density.png
The die is cut into 25 by 25 equal tiles; white is low, dark blue is high, 0 to 100% covered.
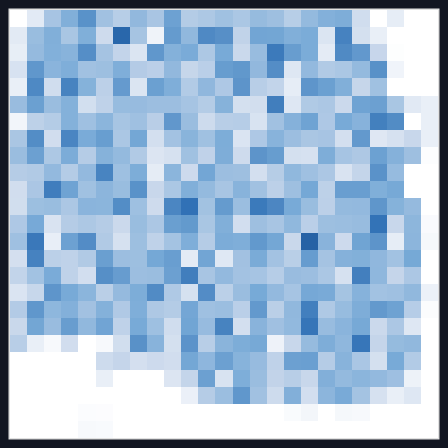
met2.png
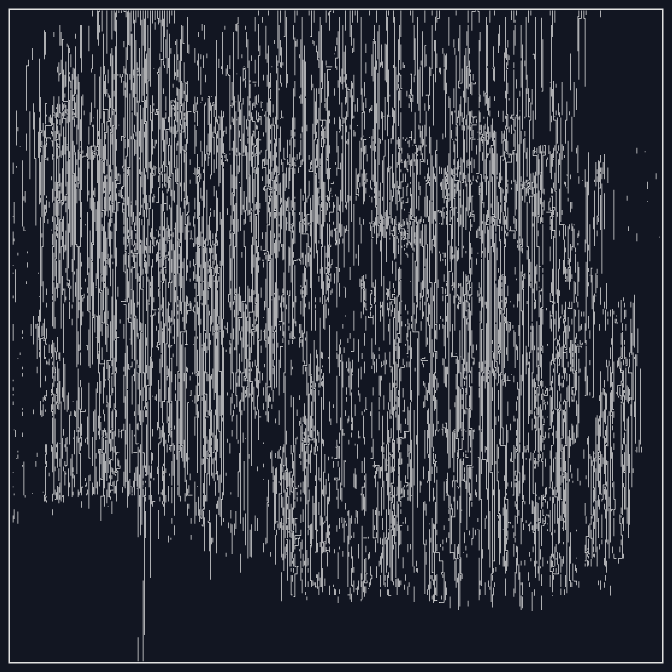
gate_families.png
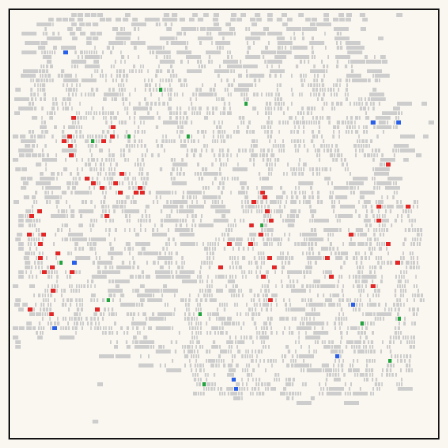
metal_stack.png
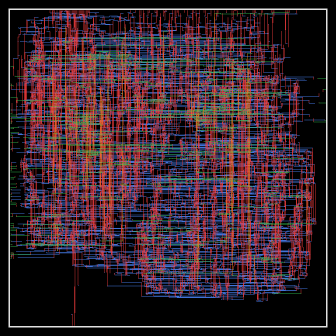
$ cat config.mk
export PLATFORM = sky130hd
export DESIGN_NAME = mips_muldiv_unit
export DESIGN_NICKNAME = d
export VERILOG_FILES = /design/src/rtl/mips_muldiv_pkg.sv /design/src/rtl/mips_muldiv_unit.sv
export SDC_FILE = /design/constraint.sdc
export NUM_CORES = 1
export LEC_CHECK = 0
export ABC_AREA = 1
export CORE_UTILIZATION = 30
export CTS_CLUSTER_SIZE = 14
export DETAILED_ROUTE_END_ITERATION = 10
export GPL_ROUTABILITY_DRIVEN = 0
export PLACE_DENSITY_LB_ADDON = 0.1
export SYNTH_ARGS = -nofsm -noshare
export SYNTH_HDL_FRONTEND = slang
export SYNTH_SLANG_ARGS = --single-unit
$ cat constraint.sdc
create_clock -name clk -period 5.03 [get_ports clk]
set_clock_uncertainty 0.05 [all_clocks]
set_input_delay 1.006 -clock clk [delete_from_list [all_inputs] [get_ports clk]]
set_output_delay 1.006 -clock clk [all_outputs]
set_load 0.1 [all_outputs]
$ cat src/rtl/mips_muldiv_pkg.sv
// Shared encodings for the MIPS HI/LO multiply/divide unit.
package mips_muldiv_pkg;

  localparam logic [1:0] OP_MULT = 2'b00;
  localparam logic [1:0] OP_DIV  = 2'b01;
  localparam logic [1:0] OP_MTHI = 2'b10;
  localparam logic [1:0] OP_MTLO = 2'b11;

  localparam logic [1:0] StIdle = 2'd0;
  localparam logic [1:0] StCalc = 2'd1;
  localparam logic [1:0] StFix  = 2'd2;
  localparam logic [1:0] StDone = 2'd3;

endpackage

$ cat src/rtl/mips_muldiv_unit.sv
// Iterative MIPS multiply/divide unit with HI/LO registers: one shift-add or
// restoring shift-subtract step per cycle on magnitudes, sign fix-up at the end.
module mips_muldiv_unit
  import mips_muldiv_pkg::*;
#(
  parameter int unsigned WIDTH = 32
) (
  input  logic             clk,
  input  logic             rst,
  input  logic             start,
  input  logic [1:0]       op,
  input  logic             is_signed,
  input  logic [WIDTH-1:0] src_a,
  input  logic [WIDTH-1:0] src_b,
  output logic             busy,
  output logic             done,
  output logic [WIDTH-1:0] hi,
  output logic [WIDTH-1:0] lo,
  output logic             div_by_zero
);

  localparam int unsigned CntW = $clog2(WIDTH);
  localparam logic [CntW-1:0] LastCnt = CntW'(WIDTH - 1);

  logic [1:0]         state_q, state_d;
  logic [CntW-1:0]    cnt_q;
  logic               is_div_q;
  logic               neg_res_q;
  logic               neg_rem_q;
  logic               zero_div_q;
  logic               dbz_q;
  logic [WIDTH-1:0]   mcand_q;
  logic [2*WIDTH-1:0] acc_q;
  logic [WIDTH-1:0]   hi_q, lo_q;

  logic               accept;
  logic               a_neg, b_neg;
  logic [WIDTH-1:0]   a_abs, b_abs;
  logic [2*WIDTH-1:0] acc_step;
  logic [WIDTH:0]     mul_sum;
  logic [WIDTH:0]     div_diff;
  logic [2*WIDTH-1:0] prod;
  logic [WIDTH-1:0]   hi_fix, lo_fix;

  assign accept = start && ((state_q == StIdle) || (state_q == StDone));
  assign a_neg  = is_signed & src_a[WIDTH-1];
  assign b_neg  = is_signed & src_b[WIDTH-1];
  assign a_abs  = a_neg ? -src_a : src_a;
  assign b_abs  = b_neg ? -src_b : src_b;

  // acc_q holds {partial product, multiplier} for MULT and {remainder, quotient} for DIV.
  always_comb begin
    acc_step = acc_q;
    mul_sum  = '0;
    div_diff = '0;
    if (is_div_q) begin
      div_diff = acc_q[2*WIDTH-1:WIDTH-1] - {1'b0, mcand_q};
      if (!div_diff[WIDTH]) begin
        acc_step = {div_diff[WIDTH-1:0], acc_q[WIDTH-2:0], 1'b1};
      end else begin
        acc_step = {acc_q[2*WIDTH-2:0], 1'b0};
      end
    end else begin
      mul_sum  = {1'b0, acc_q[2*WIDTH-1:WIDTH]} + (acc_q[0] ? {1'b0, mcand_q} : '0);
      acc_step = {mul_sum, acc_q[WIDTH-1:1]};
    end
  end

  always_comb begin
    prod   = neg_res_q ? -acc_q : acc_q;
    hi_fix = prod[2*WIDTH-1:WIDTH];
    lo_fix = prod[WIDTH-1:0];
    if (is_div_q) begin
      // A zero divisor leaves HI/LO untouched, as on the real pipeline.
      if (zero_div_q) begin
        hi_fix = hi_q;
        lo_fix = lo_q;
      end else begin
        lo_fix = neg_res_q ? -acc_q[WIDTH-1:0] : acc_q[WIDTH-1:0];
        hi_fix = neg_rem_q ? -acc_q[2*WIDTH-1:WIDTH] : acc_q[2*WIDTH-1:WIDTH];
      end
    end
  end

  always_comb begin
    state_d = state_q;
    unique case (state_q)
      StIdle, StDone: state_d = (accept && !op[1]) ? StCalc : StIdle;
      StCalc:         if (cnt_q == LastCnt) state_d = StFix;
      StFix:          state_d = StDone;
      default:        state_d = StIdle;
    endcase
  end

  always_ff @(posedge clk or negedge rst) begin
    if (!rst) begin
      state_q    <= StIdle;
      cnt_q      <= '0;
      is_div_q   <= 1'b0;
      neg_res_q  <= 1'b0;
      neg_rem_q  <= 1'b0;
      zero_div_q <= 1'b0;
      dbz_q      <= 1'b0;
      mcand_q    <= '0;
      acc_q      <= '0;
      hi_q       <= '0;
      lo_q       <= '0;
    end else begin
      state_q <= state_d;
      if (accept) begin
        if (op == OP_MTHI) begin
          hi_q <= src_a;
        end else if (op == OP_MTLO) begin
          lo_q <= src_a;
        end else begin
          is_div_q   <= (op == OP_DIV);
          neg_res_q  <= a_neg ^ b_neg;
          neg_rem_q  <= a_neg;
          zero_div_q <= (src_b == '0);
          dbz_q      <= 1'b0;
          cnt_q      <= '0;
          mcand_q    <= (op == OP_DIV) ? b_abs : a_abs;
          acc_q      <= {{WIDTH{1'b0}}, ((op == OP_DIV) ? a_abs : b_abs)};
        end
      end
      if (state_q == StCalc) begin
        acc_q <= acc_step;
        cnt_q <= cnt_q + CntW'(1);
      end
      if (state_q == StFix) begin
        hi_q  <= hi_fix;
        lo_q  <= lo_fix;
        dbz_q <= is_div_q & zero_div_q;
      end
    end
  end

  assign busy        = (state_q == StCalc) || (state_q == StFix);
  assign done        = (state_q == StDone);
  assign hi          = hi_q;
  assign lo          = lo_q;
  assign div_by_zero = dbz_q;

endmodule

==> notes.md <==
The full implementation flow was run.

The share of the core filled with cells stands at a little over a third. Per the power-grid run, VDD falls by no more than approximately 0.43 mV. The main area contributors are sky130_fd_sc_hd__dfrtp_1 (24%), sky130_fd_sc_hd__nand2_1 (20%), sky130_fd_sc_hd__nand3_1 (9.5%). The number of gates resized after CTS was 0.

The tree is rooted in a sky130_fd_sc_hd__clkbuf_16. The synthesized netlist was found by Yosys to have roughly 3200 cells. The final global-route overflow total stands at 0. The number of buffers inserted to repair setup after CTS stands at 0. The largest total area in the synthesized netlist belongs to sky130_fd_sc_hd__dfrtp_1. The wire-length estimate of the detail-placed layout is between 70 and 80 mm. In the final layout, the fill cell count is approximately 7000.

The cell area after technology mapping stands at ~18000 µm². The floorplan utilization stands at slightly above 30%. The later pin in the worst-skew pair is clocked with a latency of between 0.5 and 0.6 ns.

For reference, the final report shows the hold violation count at 0. In this build the clock could be raised as far as between 200 and 300 MHz. The count of inserted antenna diode cells stands at 0. The synthesized chip area reported by yosys stands at 18310 µm². The type recorded for the worst min-delay path is flip-flop to flip-flop. The worst setup path is launched from a flip-flop. The data arrival time of the critical path stands at 2.54 ns. The critical path data required time stands at between 3 and 4 ns. According to the floorplan report, the die height is approximately 250 µm. The synthesis-stage register bit count stands at roughly 170. Entering global routing, the biggest net connects slightly below 90 pins.

The area growth from synthesis to layout stands at 14.67%. According to the CTS report, the clock sink count is between 150 and 200. Of the total power, combinational logic draws 72.6%. The number of cells on the worst hold path is listed as 2.

The number of setup violations in the final report stands at 0. Once detail routing completed, the nets flagged for antenna violations numbered 0. The via count of the first global-routing pass came to roughly 20000. Counting the buffers created by CTS gives 17. In this run switching power makes up between 60% and 70% of total power. The share of the clock period used by the worst path stands at ~71%. The worst slew margin relative to its limit stands at a little under an eighth. On the reported timing paths, the clock transition at the registers reads roughly 0.070 ns. Leaving out fill and tap cells, the most frequent cells in the layout are sky130_fd_sc_hd__nand2_1 (957), sky130_fd_sc_hd__inv_1 (437), sky130_fd_sc_hd__nor2_1 (385).

The floorplan net count stands at around 3300. The launch point of the worst register-to-register path is recorded as acc_q[0]. The H-tree depth stands at 4.

The number of antenna violations at the first check in global routing stands at 1. The final max-slew violation count stands at 0. Synthesis handed over a netlist of 3157 instances.

The flow ran to the end, and the final reports show no timing, DRC or antenna violations. For reference, the most critical setup path is categorized as flip-flop to output port. The timing report gives the worst reg2reg path a setup slack of 1.70 ns. Cells with a size suffix above 1 make up 4.341% of the layout. The chip occupies slightly above 60000 µm². The number of detailed-route iterations in the first pass stands at 5.

The number of different library cells in the post-synthesis netlist stands at approximately 53. The width of the die stands at 249.1 µm. The placeable core region stands at 60360 µm². The total tool warning count stands at 28. The first global-routing pass estimated around 130 mm of wire.

In the hold report, the worst path ends at lo[20]. A synthesized cell averages 5.800 µm². The number of warnings issued by yosys stands at 0. Setup repair after global routing left no endpoint under its margin.

STA shows the worst reg2reg path with a cell count of 16. TritonCTS built the clock tree. For this run, the detailed router reports a per-instance via density of between 5 and 6. The top-area cell type share of the netlist area stands at 23.51%. The area of all sequential standard cells stands at ~4300 µm². The multi-input logic area stands at 11820 µm². The slew of the pin with the lowest slew margin stands at roughly 1.3 ns.

The number of max-cap violations stands at 0. The switching power total stands at around 10000 µW. Per the log, the first TritonRoute iteration ended with a DRC count of ~2200. The startpoint identified for the worst hold timing path is lo[20]. The final-stage net count stands at between 3000 and 4000. The worst setup path is captured at an output port.
-- density.png (at the start) --
mean over tiles: 32%
emptiest ninth of the die: south-west
tiles over 75% full: 0.30%
nearly empty tiles: 16%
fullest tile: 80%

-- met2.png (at the start) --
share of all routed wire: 44%
longest straight run: 89.9 µm

-- gate_families.png (at the start) --
legend:
  red:
    family: XOR/XNOR gates
    cells: 56
    most_used: xor2_1
  green:
    family: AND and OR gates
    cells: 13
    most_used: and2_1
  blue:
    family: AND-OR and OR-AND gates
    cells: 9
    most_used: a21o_1
    where: all over the die
share of cell area taken by multi-input logic gates: 56.30%
non-filler instance count after layout: 4030
top logic cell by instance count in the layout: sky130_fd_sc_hd__nand2_1

-- metal_stack.png (at the start) --
legend:
  red:
    layer: met2
    wire_length: 37.8 mm
  orange:
    layer: met4
    wire_length: 2800 µm
  green:
    layer: met3
    wire_length: 6490 µm
  blue:
    layer: met1
    wire_length: 39.6 mm
All-Layer GR Usage: 27.52%
routed wire length per instance: 21.52 µm
wire length after detailed routing: 86.71 mm
routed via count: 21490

==> power groups by stage <==
stage               registers [µW]  clock network [µW]  logic [µW]
floorplan                     4370                   0        6850
global placement              3050                   0       11800
detailed placement            3060                   0       11800
CTS                           3040                1530       11800
global route                  3120                1560       13000
finish                        3060                1490       12000
==> worst max-delay path, stage by stage, from the launching register on <==
cell	delay (ns)
sky130_fd_sc_hd__dfrtp_1	0.40
sky130_fd_sc_hd__inv_1	0.09
sky130_fd_sc_hd__ha_2	0.30
sky130_fd_sc_hd__inv_1	0.09
sky130_fd_sc_hd__clkdlybuf4s50_1	1.15
==> cells in the mapped netlist (all sizes together) <==
cell	count
and2	6
o22a	1
buf	38
o41ai	1
o21bai	8
o21ai	173
xor2	31
a21o	4
a22o	2
a211o	1
nand3	356
nor4	2
xnor2	25
nor3	24
nor2	404
a31o	1
a21oi	173
a311oi	2
nand4	44
nand2	984
or2	5
a211oi	1
nand3b	17
a22oi	9
o221ai	11
dfrtp	172
fa	2
inv	451
ha	73
o31ai	2
o22ai	2
a31oi	35
clkinv	2
clkbuf	65
and3	2
o211ai	28
==> logic make-up after synthesis <==
kind of cell	after synthesis	synth area share [%]
and+or+nand+nor	1844	42.67
buffers and inverters	556	12.01
AOI/OAI and AO/OA	454	13.93
DFF	172	23.51
adders and majority gates	75	5.207
xor gates and xnor gates	56	2.679
==> layer usage <==
| metal | wire length, µm | up-vias | global-route usage (%) |
|---|---|---|---|
| met5 | 0 | - | 0 |
| met4 | 2799 | 0 | 9.771 |
| met3 | 6491 | 122 | 5.078 |
| met2 | 37810 | 879 | 42.02 |
| met1 | 39610 | 10190 | 38.55 |
| li1 | - | 10300 | - |
==> metrics by stage <==
stage | setup WS [ns] | area, µm² | std cells | total power [µW] | hold WS (ns)
2_1_floorplan | 2.422 | 18310 | 3157 | 11220 | 0.3967
3_3_place_gp | 1.425 | 20380 | 3998 | 14820 | 0.4260
3_5_place_dp | 1.392 | 20380 | 3998 | 14860 | 0.4276
4_1_cts | 1.404 | 21000 | 4030 | 16410 | 0.4456
5_1_grt | 1.366 | 21000 | 4030 | 17710 | 0.4670
6_report | 1.437 | 21000 | 4030 | 16580 | 0.4388
==> layout make-up <==
class / count / area share [%]
clock buffers: 21 / 2.193
well taps: 782 / 4.660
repair buffers: 162 / 7.478
flip-flops and latches: 172 / 20.50
multi-input cells: 2429 / 56.30
inverters: 453 / 8.098
clock inverters: 11 / 0.7627
==> worst max-delay path by stage <==
stage	from	endpoint	slack [ns]	cells past startpoint
after floorplan	acc_q[0]	acc_q[53]	2.42	19
after global placement	is_signed	acc_q[11]	1.43	12
after CTS	state_q[0]	busy	1.40	4
after global routing	state_q[0]	busy	1.37	4
final	state_q[0]	busy	1.44	4
after detailed placement	src_b[31]	acc_q[11]	1.39	12
==> flip-flops by register name, indices dropped and copies added (netlist names) <==
signal	flops
acc_q	64
hi	32
lo	32
mcand_q	32
cnt_q	5
state_q	2
div_by_zero	1
is_div_q	1
neg_rem_q	1
neg_res_q	1
zero_div_q	1
No activity file was given, so power comes from the tool's default toggle rates.
